## src/rtl/temp_conv_pkg.sv

```systemverilog
// Shared types, range limits and the range-check helper for the temperature
// converter arbiter.
package temp_conv_pkg;

  typedef enum logic [1:0] {IDLE, LOOKUP, CAPTURE, RESP} state_t;

  localparam logic [7:0] C_MAX    = 8'd100;
  localparam logic [7:0] F_MIN    = 8'd32;
  localparam logic [7:0] F_MAX    = 8'd212;
  localparam logic       UNIT_C   = 1'b1;
  localparam logic       UNIT_F   = 1'b0;
  localparam logic [7:0] ERR_DATA = 8'h00;

  // True when the ROM holds a defined entry for this temperature/unit pair.
  function automatic logic in_range(input logic [7:0] temp, input logic unit);
    if (unit == UNIT_F) begin
      return (temp >= F_MIN) && (temp <= F_MAX);
    end
    return temp <= C_MAX;
  endfunction

endpackage

```

## src/rtl/rr_arbiter.sv

```systemverilog
// Round-robin arbiter: searches upward from the pointer, wrapping modulo N,
// and moves the pointer past the winner whenever a grant is taken.
module rr_arbiter #(
  parameter  int N  = 4,
  localparam int IW = (N > 1) ? $clog2(N) : 1
) (
  input  logic          clk,
  input  logic          reset,
  input  logic [N-1:0]  req,
  input  logic          en,
  output logic [N-1:0]  grant,
  output logic [IW-1:0] idx,
  output logic          any
);

  logic [IW-1:0] ptr_q, ptr_d;
  logic [IW:0]   sum;
  logic [IW-1:0] cand;

  always_comb begin
    grant = '0;
    idx   = '0;
    any   = 1'b0;
    sum   = '0;
    cand  = '0;
    for (int k = 0; k < N; k++) begin
      sum = {1'b0, ptr_q} + (IW+1)'(k);
      if (sum >= (IW+1)'(N)) begin
        sum = sum - (IW+1)'(N);
      end
      cand = sum[IW-1:0];
      if (!any && req[cand]) begin
        any         = 1'b1;
        grant[cand] = 1'b1;
        idx         = cand;
      end
    end
  end

  always_comb begin
    ptr_d = ptr_q;
    if (en && any) begin
      ptr_d = (idx == IW'(N - 1)) ? '0 : idx + 1'b1;
    end
  end

  always_ff @(posedge clk) begin
    if (reset) begin
      ptr_q <= '0;
    end else begin
      ptr_q <= ptr_d;
    end
  end

endmodule

```

## src/rtl/temp_conv_arbiter.sv

```systemverilog
// Shares one registered-read temperature ROM between NREQ requesters:
// grant, range check, ROM access, then a held valid/ready response.
module temp_conv_arbiter
  import temp_conv_pkg::*;
#(
  parameter  int NREQ  = 4,
  parameter  int CNT_W = 16,
  localparam int IDW   = $clog2(NREQ)
) (
  input  logic              clk,
  input  logic              reset,
  input  logic [NREQ-1:0]   req_valid,
  output logic [NREQ-1:0]   req_ready,
  input  logic [NREQ*8-1:0] req_temperature,
  input  logic [NREQ-1:0]   req_unit,
  output logic [7:0]        rom_temperature,
  output logic              rom_unit,
  input  logic [7:0]        rom_data,
  output logic              resp_valid,
  input  logic              resp_ready,
  output logic [IDW-1:0]    resp_id,
  output logic [7:0]        resp_data,
  output logic              resp_err,
  output logic [CNT_W-1:0]  conv_count,
  output logic [CNT_W-1:0]  err_count
);

  state_t           state_q, state_d;
  logic [IDW-1:0]   id_q, id_d;
  logic             err_q, err_d;
  logic [7:0]       rom_temp_q, rom_temp_d;
  logic             rom_unit_q, rom_unit_d;
  logic             resp_valid_q, resp_valid_d;
  logic [IDW-1:0]   resp_id_q, resp_id_d;
  logic [7:0]       resp_data_q, resp_data_d;
  logic             resp_err_q, resp_err_d;
  logic [CNT_W-1:0] conv_q, conv_d;
  logic [CNT_W-1:0] err_cnt_q, err_cnt_d;

  logic [7:0]       temp_arr [NREQ];
  logic [NREQ-1:0]  grant;
  logic [IDW-1:0]   gnt_idx;
  logic             gnt_any;
  logic             arb_en;
  logic [7:0]       sel_temp;
  logic             sel_unit;
  logic             sel_err;

  for (genvar gi = 0; gi < NREQ; gi++) begin : g_unpack
    assign temp_arr[gi] = req_temperature[8*gi +: 8];
  end

  // Grants are only offered in IDLE and never while reset is held.
  assign arb_en    = (state_q == IDLE) && !reset;
  assign req_ready = grant & {NREQ{arb_en}};

  rr_arbiter #(.N(NREQ)) u_arb (
    .clk   (clk),
    .reset (reset),
    .req   (req_valid),
    .en    (arb_en),
    .grant (grant),
    .idx   (gnt_idx),
    .any   (gnt_any)
  );

  assign sel_temp = temp_arr[gnt_idx];
  assign sel_unit = req_unit[gnt_idx];
  assign sel_err  = !in_range(sel_temp, sel_unit);

  always_comb begin
    state_d      = state_q;
    id_d         = id_q;
    err_d        = err_q;
    rom_temp_d   = rom_temp_q;
    rom_unit_d   = rom_unit_q;
    resp_valid_d = resp_valid_q;
    resp_id_d    = resp_id_q;
    resp_data_d  = resp_data_q;
    resp_err_d   = resp_err_q;
    conv_d       = conv_q;
    err_cnt_d    = err_cnt_q;
    case (state_q)
      IDLE: begin
        if (gnt_any) begin
          id_d       = gnt_idx;
          err_d      = sel_err;
          // Out-of-range requests park the ROM on a known-defined entry.
          rom_temp_d = sel_err ? 8'd0 : sel_temp;
          rom_unit_d = sel_err ? UNIT_C : sel_unit;
          state_d    = LOOKUP;
        end
      end
      LOOKUP: state_d = CAPTURE;
      CAPTURE: begin
        resp_data_d  = err_q ? ERR_DATA : rom_data;
        resp_err_d   = err_q;
        resp_id_d    = id_q;
        resp_valid_d = 1'b1;
        state_d      = RESP;
      end
      RESP: begin
        if (resp_ready) begin
          resp_valid_d = 1'b0;
          if (conv_q != '1) conv_d = conv_q + 1'b1;
          if (resp_err_q && (err_cnt_q != '1)) err_cnt_d = err_cnt_q + 1'b1;
          state_d = IDLE;
        end
      end
      default: state_d = IDLE;
    endcase
  end

  always_ff @(posedge clk) begin
    if (reset) begin
      state_q      <= IDLE;
      id_q         <= '0;
      err_q        <= 1'b0;
      rom_temp_q   <= 8'd0;
      rom_unit_q   <= UNIT_C;
      resp_valid_q <= 1'b0;
      resp_id_q    <= '0;
      resp_data_q  <= 8'd0;
      resp_err_q   <= 1'b0;
      conv_q       <= '0;
      err_cnt_q    <= '0;
    end else begin
      state_q      <= state_d;
      id_q         <= id_d;
      err_q        <= err_d;
      rom_temp_q   <= rom_temp_d;
      rom_unit_q   <= rom_unit_d;
      resp_valid_q <= resp_valid_d;
      resp_id_q    <= resp_id_d;
      resp_data_q  <= resp_data_d;
      resp_err_q   <= resp_err_d;
      conv_q       <= conv_d;
      err_cnt_q    <= err_cnt_d;
    end
  end

  assign rom_temperature = rom_temp_q;
  assign rom_unit        = rom_unit_q;
  assign resp_valid      = resp_valid_q;
  assign resp_id         = resp_id_q;
  assign resp_data       = resp_data_q;
  assign resp_err        = resp_err_q;
  assign conv_count      = conv_q;
  assign err_count       = err_cnt_q;

endmodule

```

## config.mk

```make
export PLATFORM = sky130hd
export DESIGN_NAME = temp_conv_arbiter
export DESIGN_NICKNAME = d
export VERILOG_FILES = /design/src/rtl/temp_conv_pkg.sv /design/src/rtl/rr_arbiter.sv /design/src/rtl/temp_conv_arbiter.sv
export SDC_FILE = /design/constraint.sdc
export NUM_CORES = 1
export LEC_CHECK = 0
export ABC_AREA = 1
export CORE_MARGIN = 1
export CORE_UTILIZATION = 30
export DETAILED_ROUTE_END_ITERATION = 10
export GPL_TIMING_DRIVEN = 0
export PLACE_DENSITY = 0.54
export SLEW_MARGIN = 30
export SYNTH_ARGS = -nofsm -noshare
export SYNTH_HDL_FRONTEND = slang
export SYNTH_SLANG_ARGS = --single-unit
```

## constraint.sdc

```tcl
create_clock -name clk -period 4.3 [get_ports clk]
set_clock_uncertainty 0.15 [all_clocks]
set_input_delay 0.86 -clock clk [delete_from_list [all_inputs] [get_ports clk]]
set_output_delay 0.86 -clock clk [all_outputs]
set_load 0.005 [all_outputs]
```

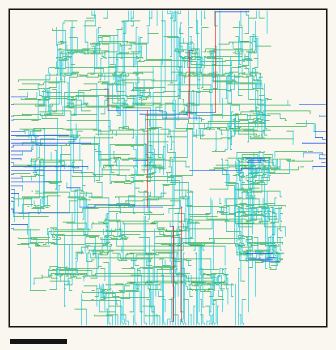
Figure 1: wiring by layer.
Scale bar: 20 um.
- M1: green (wire length 4,700 um)
- M4: red (wire length 174 um)
- M2: cyan (wire length 4,890 um)
- M3: blue (wire length 452 um)
detailed-route wire length: 10,210 um
Avg WL per Cell: 12.78 um

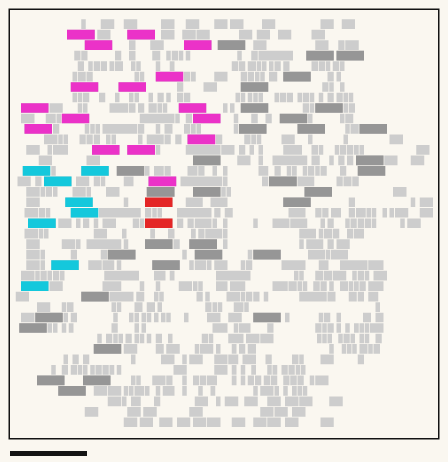
Figure 2: register map, names as in the netlist.
Scale bar: 20 um. Other sequential cells in the stronger grey, the rest of the logic in the fainter grey.
- `resp_id`: red (sequential cells 2)
- `conv_count`: magenta (sequential cells 16)
- `resp_data`: cyan (sequential cells 8; where west)
flop share of the area: 23.27%
power drawn by the sequential cells: 0.000684 W
storage element area: 1201 um^2

==> run_summary.xml <==
<?xml version="1.0" encoding="UTF-8"?>
<metrics>
  <group name="grt">
    <metric name="vias_in_the_first_global_route" unit="">3593</metric>
    <metric name="met2_resource_use_gr" unit="%">28.85</metric>
    <metric name="global_route.peak_usage_layer" unit="">met2</metric>
  </group>
  <group name="floorplan">
    <metric name="std_cell_rows" unit="">39</metric>
    <metric name="die_x" unit="um">111.1</metric>
    <metric name="initial_utilization" unit="%">31.02</metric>
  </group>
  <group name="setup_path">
    <metric name="critPathCaptureType" unit="">output pin</metric>
    <metric name="critical-path-slowest-cell" unit="">sky130_fd_sc_hd__clkdlybuf4s50_1</metric>
    <metric name="crit_path_dat" unit="ns">2.94</metric>
    <metric name="worstPathRequired" unit="ns">3.29</metric>
  </group>
  <group name="yosys">
    <metric name="postSynth.topFlopCell" unit="">sky130_fd_sc_hd__dfxtp_1</metric>
    <metric name="synthesis.instances" unit="">534</metric>
    <metric name="muxShareOfSynthArea" unit="%">0</metric>
    <metric name="synth_nets" unit="">598</metric>
    <metric name="synth_compound_gate_area_share" unit="%">15.31</metric>
    <metric name="count_leader_synth" unit="">sky130_fd_sc_hd__nand2_1</metric>
    <metric name="synth-simple-area-share" unit="%">35.59</metric>
    <metric name="postSynthAreaPerCell" unit="um^2">6.689</metric>
    <metric name="yosys_warnings" unit="">0</metric>
  </group>
  <group name="outcome">
    <metric name="status" unit="">finished with violations</metric>
    <metric name="failed_checks" unit="">design-rule violations</metric>
  </group>
  <group name="drt">
    <metric name="drcViolationCount" unit="">4</metric>
    <metric name="antenna_violating_nets_post_route" unit="">0</metric>
  </group>
  <group name="timing">
    <metric name="layout_setup_ws" unit="ns">0.3511</metric>
    <metric name="timing_max_transition_violations_final" unit="">0</metric>
    <metric name="max_slew_margin" unit="%">56.85</metric>
    <metric name="rsz0062_at_grt" unit="">no</metric>
  </group>
  <group name="finish">
    <metric name="final_common_cell" unit="">sky130_fd_sc_hd__nand2_1</metric>
    <metric name="layout_top_cells_excl_fill_tap" unit="">121 x sky130_fd_sc_hd__nand2_1, 107 x sky130_fd_sc_hd__clkdlybuf4s50_1, 74 x sky130_fd_sc_hd__inv_1, 60 x sky130_fd_sc_hd__dfxtp_1, 52 x sky130_fd_sc_hd__nand3_1</metric>
    <metric name="n_antenna_cell" unit="">0</metric>
    <metric name="final.fill_count" unit="">1190</metric>
    <metric name="post_route_cells_drive_above_1_share" unit="%">7.774</metric>
    <metric name="layout.nets" unit="">716</metric>
  </group>
  <group name="placement">
    <metric name="hpwl" unit="um">7877</metric>
    <metric name="worst_setup_slack_post_dpl" unit="ns">0.3040</metric>
    <metric name="port_buffers" unit="">107</metric>
  </group>
  <group name="clock_network">
    <metric name="post-cts-setup-buffer-count" unit="">0</metric>
    <metric name="clockBufferDepth" unit="">2</metric>
    <metric name="clock_tree.htree_level_count" unit="">3</metric>
  </group>
</metrics>
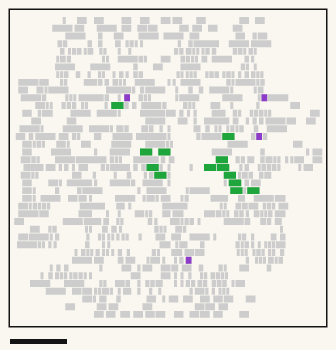
Figure 3: selected gate families.
Scale bar: 20 um.
- fa/ha/maj cells: green (cells 13; most used ha_1)
- and/or cells: purple (cells 4; most used and3_1)

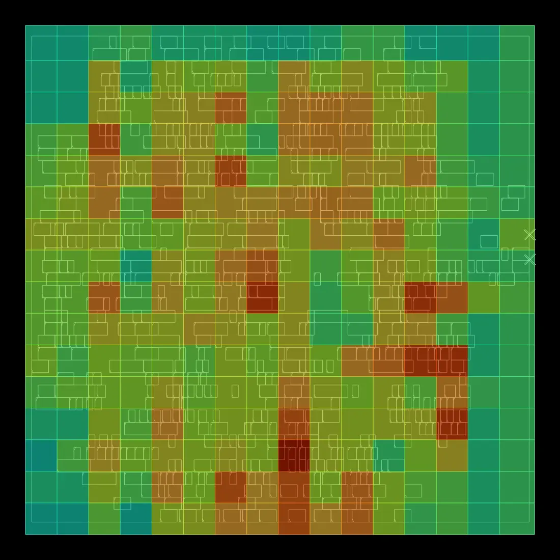
Figure 4: congestion heat map.
core utilization of the finished layout: 44.83%
met3 layer usage reported by global route: 4.538%

[path summary, 6_finish.rpt]
check | from | to | slack (ns) | cells after the start
worst max-delay path | u_arb.ptr_q[1]$_SDFFE_PP0P_ | req_ready[1] | 0.35 | 11
worst min-delay path | resp_data[2]$_SDFFE_PP0P_ | resp_data[2]$_SDFFE_PP0P_ | 0.31 | 2
worst max register to register | u_arb.ptr_q[1]$_SDFFE_PP0P_ | rom_temperature[3]$_SDFFE_PP0P_ | 1.08 | 18
worst min register to register | resp_data[2]$_SDFFE_PP0P_ | resp_data[2]$_SDFFE_PP0P_ | 0.31 | 2
[report_power, final]
part	switching [W]	total, W	internal, W
Combinational	0.00107	0.00172	0.000651
Sequential	0.0000512	0.000684	0.000633
Clock	0.000253	0.000805	0.000552
[sequential cells by signal, indices dropped and copies added, names as in the netlist]
signal,flops
id_q,2
err_q,1
conv_count,16
u_arb.ptr_q,2
resp_id,2
rom_temperature,8
resp_err,1
resp_valid,1
err_count,16
resp_data,8
state_q,2
rom_unit,1
[through the flow]
stage          total power, W  cell area [um^2]  hold slack, ns  instances  util, %
6_report             0.003213              5162          0.3126        799    44.83
5_1_grt              0.003487              5162          0.3383        799    44.83
3_5_place_dp         0.002409              4822          0.3069        784    41.87
4_1_cts              0.003234              5157          0.3149        799    44.78
2_1_floorplan        0.001932              3572          0.2996        534        -
3_3_place_gp         0.002392              4822          0.3010        784    41.87
[metal layers]
layer / vias up / share of wire, %
met2: 72 / 48
met5: - / 0
met1: 1708 / 46
li1: 1985 / -
met4: 0 / 1.7
met3: 13 / 4.4
[logic make-up after synthesis]
group	Yosys count
fa+ha+maj	13
simple gates	272
buf+inv	93
flops	60
compound gates	96
[layout make-up]
class	count	area, um^2	area share [%]
flip-flops and latches	60	1201	23.27
repair buffers	107	1071	20.75
clock inverters	3	68.82	1.333
multi-input cells	381	1986	38.46
well taps	143	178.9	3.466
clock buffers	12	266.5	5.162
inverters	78	292.8	5.671
plain buffers	15	97.59	1.890
[worst min-delay path: stages (launching register included)]
cell,delay (ns)
sky130_fd_sc_hd__dfxtp_1,0.30
sky130_fd_sc_hd__nand2_1,0.06
sky130_fd_sc_hd__a21oi_1,0.06
Power figures rest on the tool's default switching activity, not on a simulated workload.
